==> config.mk <==
export PLATFORM = sky130hd
export DESIGN_NAME = guess_round_ctrl
export DESIGN_NICKNAME = d
export VERILOG_FILES = /design/src/rtl/guess_game_pkg.sv /design/src/rtl/sync_edge.sv /design/src/rtl/guess_round_ctrl.sv
export SDC_FILE = /design/constraint.sdc
export NUM_CORES = 1
export LEC_CHECK = 0
export ABC_AREA = 1
export CORE_ASPECT_RATIO = 0.7
export CORE_MARGIN = 2
export CORE_UTILIZATION = 35
export DETAILED_ROUTE_END_ITERATION = 6
export GPL_ROUTABILITY_DRIVEN = 1
export GPL_TIMING_DRIVEN = 0
export PLACE_DENSITY_LB_ADDON = 0.1
export SLEW_MARGIN = 20
export SYNTH_ARGS = -nofsm -noshare
export SYNTH_HDL_FRONTEND = slang
export SYNTH_SLANG_ARGS = --single-unit
==> constraint.sdc <==
create_clock -name clk -period 3.7 [get_ports clk]
set_clock_uncertainty 0.2 [all_clocks]
set_input_delay 0.925 -clock clk [delete_from_list [all_inputs] [get_ports clk]]
set_output_delay 0.925 -clock clk [all_outputs]
set_load 0.02 [all_outputs]
==> src/rtl/guess_game_pkg.sv <==
// -----------------------------------------------------------------------------
// guess_game_pkg
// Shared types and constants for the number-guessing round controller.
//   state_t      : round controller states
//   HINT_*       : 2-bit hint codes driven in result[1:0]
//   LFSR_*       : width and feedback taps of the target LFSR
//   lfsr_next()  : one step of the 6-bit Fibonacci LFSR (x^6 + x^5 + 1)
//   hint_of()    : hint code for a guess against the latched target
// -----------------------------------------------------------------------------
package guess_game_pkg;

  typedef enum logic [2:0] {
    IDLE  = 3'd0,
    ARMED = 3'd1,
    CHECK = 3'd2,
    WIN   = 3'd3,
    LOSE  = 3'd4
  } state_t;

  localparam logic [1:0] HINT_NONE = 2'b00;
  localparam logic [1:0] HINT_LOW  = 2'b01;
  localparam logic [1:0] HINT_HIGH = 2'b10;
  localparam logic [1:0] HINT_OK   = 2'b11;

  localparam int LFSR_W     = 6;
  localparam int LFSR_TAP_A = 5;
  localparam int LFSR_TAP_B = 4;

  // Shift left and feed back the XOR of bits 5 and 4. This polynomial is
  // primitive, so from any nonzero seed the register walks all 63 nonzero
  // values and never reaches zero.
  function automatic logic [LFSR_W-1:0] lfsr_next(input logic [LFSR_W-1:0] cur);
    return {cur[LFSR_W-2:0], cur[LFSR_TAP_A] ^ cur[LFSR_TAP_B]};
  endfunction

  // "Too low" means the player has to guess higher next time.
  function automatic logic [1:0] hint_of(input logic [5:0] g, input logic [5:0] t);
    if (g == t)     return HINT_OK;
    else if (g < t) return HINT_LOW;
    else            return HINT_HIGH;
  endfunction

endpackage

==> src/rtl/sync_edge.sv <==
// -----------------------------------------------------------------------------
// sync_edge
// Brings an asynchronous pin into the clk domain through two flops. It then
// emits a registered single-cycle pulse on each rising edge of the
// synchronized level.
//   clk   : system clock, rising edge
//   rst   : asynchronous active-low reset
//   din   : asynchronous input pin
//   pulse : one-cycle high pulse, in the cycle after the third edge following
//           a rise of din
// -----------------------------------------------------------------------------
module sync_edge (
  input  logic clk,
  input  logic rst,
  input  logic din,
  output logic pulse
);

  logic meta_q;
  logic sync_q;
  logic prev_q;

  // Two-flop synchronizer, a delayed copy for edge detection, and a
  // registered pulse. Because the pulse is registered, the block presents
  // a clean flop output to the controller rather than a combinational edge.
  always_ff @(posedge clk or negedge rst) begin
    if (!rst) begin
      meta_q <= 1'b0;
      sync_q <= 1'b0;
      prev_q <= 1'b0;
      pulse  <= 1'b0;
    end else begin
      meta_q <= din;
      sync_q <= meta_q;
      prev_q <= sync_q;
      pulse  <= sync_q & ~prev_q;
    end
  end

endmodule

==> src/rtl/guess_round_ctrl.sv <==
// -----------------------------------------------------------------------------
// guess_round_ctrl
// Round controller for the 6-bit number-guessing game. A free-running LFSR
// supplies the secret target when a round starts. Guesses are compared on
// synchronized submit edges, and the controller returns a hint, an attempt
// count and a done flag.
//   clk        : system clock, rising edge
//   rst        : asynchronous active-low reset
//   guess      : player guess, 0..63
//   submit     : asynchronous pin; a rising edge evaluates guess
//   new_round  : asynchronous pin; a rising edge starts a new round
//   result     : {done, attempts[2:0], hint[1:0]}, registered
//   target_dbg : latched target, for observation only
// -----------------------------------------------------------------------------
module guess_round_ctrl
  import guess_game_pkg::*;
#(
  parameter int          MAX_TRIES = 7,
  parameter logic [5:0]  SEED      = 6'h01
) (
  input  logic       clk,
  input  logic       rst,
  input  logic [5:0] guess,
  input  logic       submit,
  input  logic       new_round,
  output logic [5:0] result,
  output logic [5:0] target_dbg
);

  localparam logic [2:0] MAX_ATTEMPTS = 3'(MAX_TRIES);

  state_t            state_q;
  state_t            state_d;
  logic [LFSR_W-1:0] lfsr_q;
  logic [5:0]        target_q;
  logic [5:0]        target_d;
  logic [5:0]        guess_q;
  logic [5:0]        guess_d;
  logic [2:0]        attempts_q;
  logic [2:0]        attempts_d;
  logic [2:0]        attempts_inc;
  logic [1:0]        hint_q;
  logic [1:0]        hint_d;
  logic              done_q;
  logic              done_d;
  logic              sub_p;
  logic              nr_p;

  sync_edge u_sync_submit (
    .clk   (clk),
    .rst   (rst),
    .din   (submit),
    .pulse (sub_p)
  );

  sync_edge u_sync_new_round (
    .clk   (clk),
    .rst   (rst),
    .din   (new_round),
    .pulse (nr_p)
  );

  // The LFSR steps every cycle, whatever the FSM is doing. When a round
  // starts, the target is taken from wherever the LFSR happens to be, so it
  // depends on when the player pressed new_round.
  always_ff @(posedge clk or negedge rst) begin
    if (!rst) begin
      lfsr_q <= SEED;
    end else begin
      lfsr_q <= lfsr_next(lfsr_q);
    end
  end

  // Attempts saturate at 7 so the 3-bit field can never wrap back to zero.
  always_comb begin
    attempts_inc = (attempts_q == 3'd7) ? 3'd7 : attempts_q + 3'd1;
  end

  // Next-state and datapath logic. A new_round pulse takes priority over
  // everything, including a submit pulse in the same cycle and a compare
  // pending in CHECK. In CHECK, equality is tested before the attempt limit,
  // so a correct guess on the last allowed try counts as a win.
  always_comb begin
    state_d    = state_q;
    target_d   = target_q;
    guess_d    = guess_q;
    attempts_d = attempts_q;
    hint_d     = hint_q;
    done_d     = done_q;
    if (nr_p) begin
      target_d   = lfsr_q;
      attempts_d = 3'd0;
      hint_d     = HINT_NONE;
      done_d     = 1'b0;
      state_d    = ARMED;
    end else begin
      case (state_q)
        ARMED: begin
          if (sub_p) begin
            guess_d = guess;
            state_d = CHECK;
          end
        end
        CHECK: begin
          hint_d     = hint_of(guess_q, target_q);
          attempts_d = attempts_inc;
          if (guess_q == target_q) begin
            done_d  = 1'b1;
            state_d = WIN;
          end else if (attempts_inc == MAX_ATTEMPTS) begin
            done_d  = 1'b1;
            state_d = LOSE;
          end else begin
            state_d = ARMED;
          end
        end
        IDLE, WIN, LOSE: begin
          state_d = state_q;
        end
        default: begin
          state_d = IDLE;
        end
      endcase
    end
  end

  // State and round registers. The reset is asynchronous, so pulling rst low
  // in the middle of a round wipes that round at once.
  always_ff @(posedge clk or negedge rst) begin
    if (!rst) begin
      state_q    <= IDLE;
      target_q   <= 6'h00;
      guess_q    <= 6'h00;
      attempts_q <= 3'd0;
      hint_q     <= HINT_NONE;
      done_q     <= 1'b0;
    end else begin
      state_q    <= state_d;
      target_q   <= target_d;
      guess_q    <= guess_d;
      attempts_q <= attempts_d;
      hint_q     <= hint_d;
      done_q     <= done_d;
    end
  end

  assign result     = {done_q, attempts_q, hint_q};
  assign target_dbg = target_q;

endmodule

==> run summary <==
status - finished, final reports clean
hold slack - 0.1536 ns
Setup violations, final - 0
DRT iter0 DRCs - 55
Seq/Total Area, Yosys - 57.41%
Max-cap violations - 0
DRC errors left - 0
Final Critical Period - 2.459 ns
synth warn - 0
Pleak - 0.0009721 µW
CTS buffer count - 5
share of cells above drive strength 1 - 15.54%
Worst Path Arrival - 1.33 ns
die area - 4918 µm²
Resized cells post-CTS - 0
post-layout period usage - 66.47%
Critical Path Source Type - flip-flop
post-synth cell types - 23
crit path buf inv count - 2
H-tree depth - 2
Top Layout Cells - nand2_1, dfrtp_1, inv_1
total global routing overflow - 0
Max Root-Sink Buffers - 2
initial antenna violation count - 0
grt met1 use - 17.23%
vias in the first global route - 1023
via count - 1090
worst slew pin tran - 0.3703 ns
CP max-delay cell - clkdlybuf4s50_1
GR Util met2 - 20.28%
highest-count logic cell in the final layout - nand2_1
Total Routing Usage GR - 13.47%
gpl congestion - 0.7253
Max VDD drop - 0.2998 mV
clock root buffer - clkbuf_8
power per cell area - 614.5 nW/µm²
CTS tree - built
Synth Instances - 163
ANT nets after route - 0
Post-Route WL - 2837 µm
synthesized area per cell - 9.372 µm²
ys cells - 163
Late-Pin Clk Latency - 0.29 ns
Pre-Place Util - 35.70%
Hold Violations, Final - 0
clk sinks - 35
grt met3 use - 6.267%
setup TNS - 0 ns
Area Overhead vs Synth - 26.21%
DR vias/cell - 4.395
Largest stage delay, worst path - 0.58 ns
die height - 59.28 µm
family with the most delay on the worst path - buffers and inverters
FMAX - 406.6 MHz
largest net degree at the start of global routing - 23
critical path endpoint category - output pin
CP Class - flip-flop to output pin
net count entering floorplan - 180
HPWL after detailed placement - 2128 µm
Clock Pin Slew Worst Setup and Hold Paths - 0.07 ns
Layout Nets - 209
Cell Area, Synth - 1528 µm²
Die Span X - 82.97 µm
WP data required - 2.57 ns
OpenROAD warning count - 26
crit-path max FO - 2
Relative slew margins - 75.31%
Setup Buffers After CTS - 0
first-pass GRT wire length - 4926 µm
Most Used Layer, Global Route - met2
antenna fix cells - 0
WL/cell - 11.44 µm
yosys stat chip area - 1528 µm²
worst-path cell chain - buf_4 -> clkdlybuf4s50_1
ys flops - 35
# hold bufs at CTS - 0
Hold Crit Class - flip-flop to flip-flop
Max Slew Vio Count - 0
Detailed Routing Iterations Pass 1 - 4
RSZ-0062 raised after global routing - false
-- state kept, by name, indices dropped and copies added (netlist names), 2 cells and up --
signal / cells
attempts_q: 3
guess_q: 6
hint_q: 2
lfsr_q: 6
state_q: 3
target_dbg: 6
-- routing by layer --
layer / routed length [µm] / vias to the layer above / part of all wire, %
met3: 109 / 5 / 3.8
li1: - / 559 / -
met2: 1262 / 18 / 44
met4: 35 / 0 / 1.2
met1: 1429 / 508 / 50
met5: 0 / - / 0
-- cells by family after synthesis --
kind of cell,count (synthesis),share of synthesized area (%)
buffers and inverters,30,8.190
xor gates and xnor gates,1,0.5734
adders and majority gates,7,5.733
DFF,35,57.41
AOI/OAI and AO/OA,20,8.272
and+or+nand+nor,70,19.82
-- path summary, 6_finish.rpt --
kind | start | end | slack, ns | depth (start not counted)
setup / recovery | done_q | result[5] | 1.24 | 2
hold / removal | u_sync_new_round.meta_q | u_sync_new_round.sync_q | 0.15 | 0
setup reg to reg | target_dbg[5] | state_q[1] | 2.05 | 8
hold reg to reg | u_sync_new_round.meta_q | u_sync_new_round.sync_q | 0.15 | 0
max in group asynchronous | rst | lfsr_q[0] | 2.46 | 2
min in group asynchronous | rst | state_q[0] | 0.34 | 1
-- worst reg2reg max path, delay by kind of cell, from the launching register on --
kind | cells | cell delay (ns)
flops | 1 | 0.35
buf+inv | 1 | 0.07
simple gates | 6 | 0.66
fa+ha+maj | 1 | 0.32
-- synthesized netlist by cell type, drive strengths merged --
cell	n	area, µm²
a21oi	5	28.78
buf	3	23.77
dfrtp	34	850.8
dfstp	1	26.28
ha	7	87.58
inv	27	101.4
nand2	47	178.9
nand3	5	35.03
nand4	2	18.77
nor2	16	70.06
o21ai	13	83.83
o21bai	1	7.510
o22ai	1	6.260
xor2	1	8.760
-- where the power goes --
part	leakage, µW	internal, µW	total [µW]	switching [µW]
clock	0.0000474	152	299	147
sequential	0.000450	449	501	52.2
combinational	0.000474	164	384	220
-- cell type report --
cell class | count | area (µm²) | area share (%)
Clock buffer | 6 | 82.58 | 4.283
Timing Repair Buffer | 22 | 232.7 | 12.07
Clock inverter | 2 | 16.27 | 0.8436
Tap cell | 55 | 68.82 | 3.569
Inverter | 27 | 101.3 | 5.256
Sequential cell | 35 | 877.1 | 45.49
Buffer | 3 | 23.77 | 1.233
Multi-Input combinational cell | 98 | 525.5 | 27.26
-- through the flow --
| step | util [%] | setup WS, ns | cell area (µm²) | std cells | total power, µW |
|---|---|---|---|---|---|
| CTS | 45.06 | 1.227 | 1928 | 248 | 1200 |
| global route | 45.06 | 1.190 | 1928 | 248 | 1290 |
| finish | 45.06 | 1.241 | 1928 | 248 | 1185 |
| detailed placement | 42.75 | 1.549 | 1829 | 240 | 894.3 |
| global placement | 42.22 | 0.7649 | 1807 | 239 | 871.0 |
| floorplan | - | 2.074 | 1528 | 163 | 773.0 |
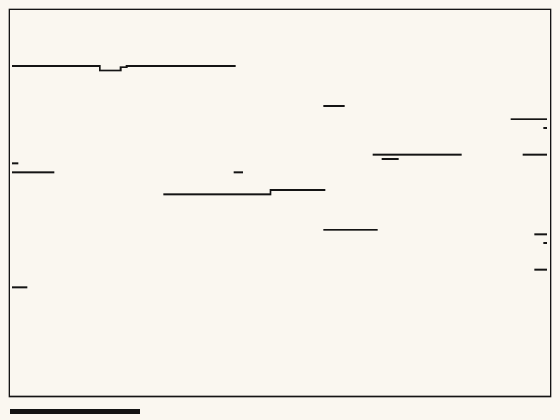
m3.png
The bar under the picture is 20 µm long.
main direction: horizontal
nets with wire on the layer: 13
share of all routed wire: 3.9%
longest straight run: 16.6 µm

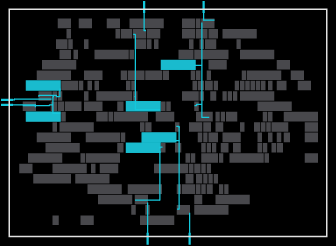
port_trees.png
[target_dbg] cyan | direction: output | end cells: 6 | buffers: 6 | wire: 166 µm
PortBufs: 21
io pins: 22

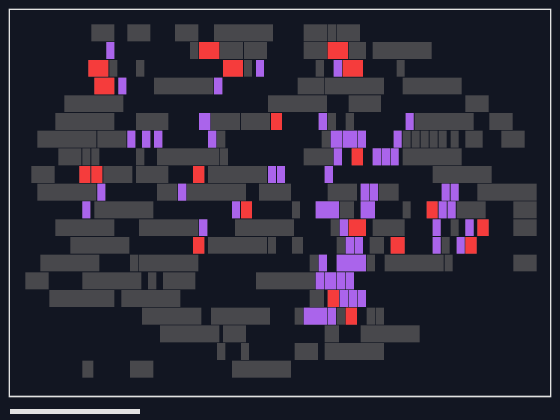
gates.png
The bar under the picture is 20 µm long.
[aoi and oai cells] red | cells: 20
[nand cells] purple | cells: 54

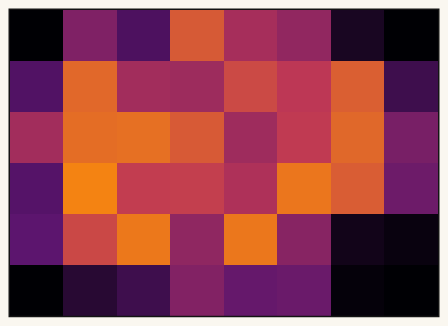
util_map.png
The die is cut into 8 by 6 equal tiles; black is low, pale yellow is high, 0 to 100% covered.
emptiest ninth of the die: bottom right
nearly empty tiles: 10%
mean over tiles: 38%
fullest tile: 72%

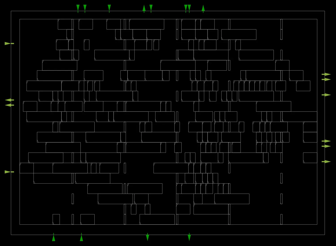
placed.png
core area: 4279 µm²
FP Rows: 20
Layout fillers: 403
Core Util, Final: 45.06%

Power is estimated from default activity; no workload was simulated.
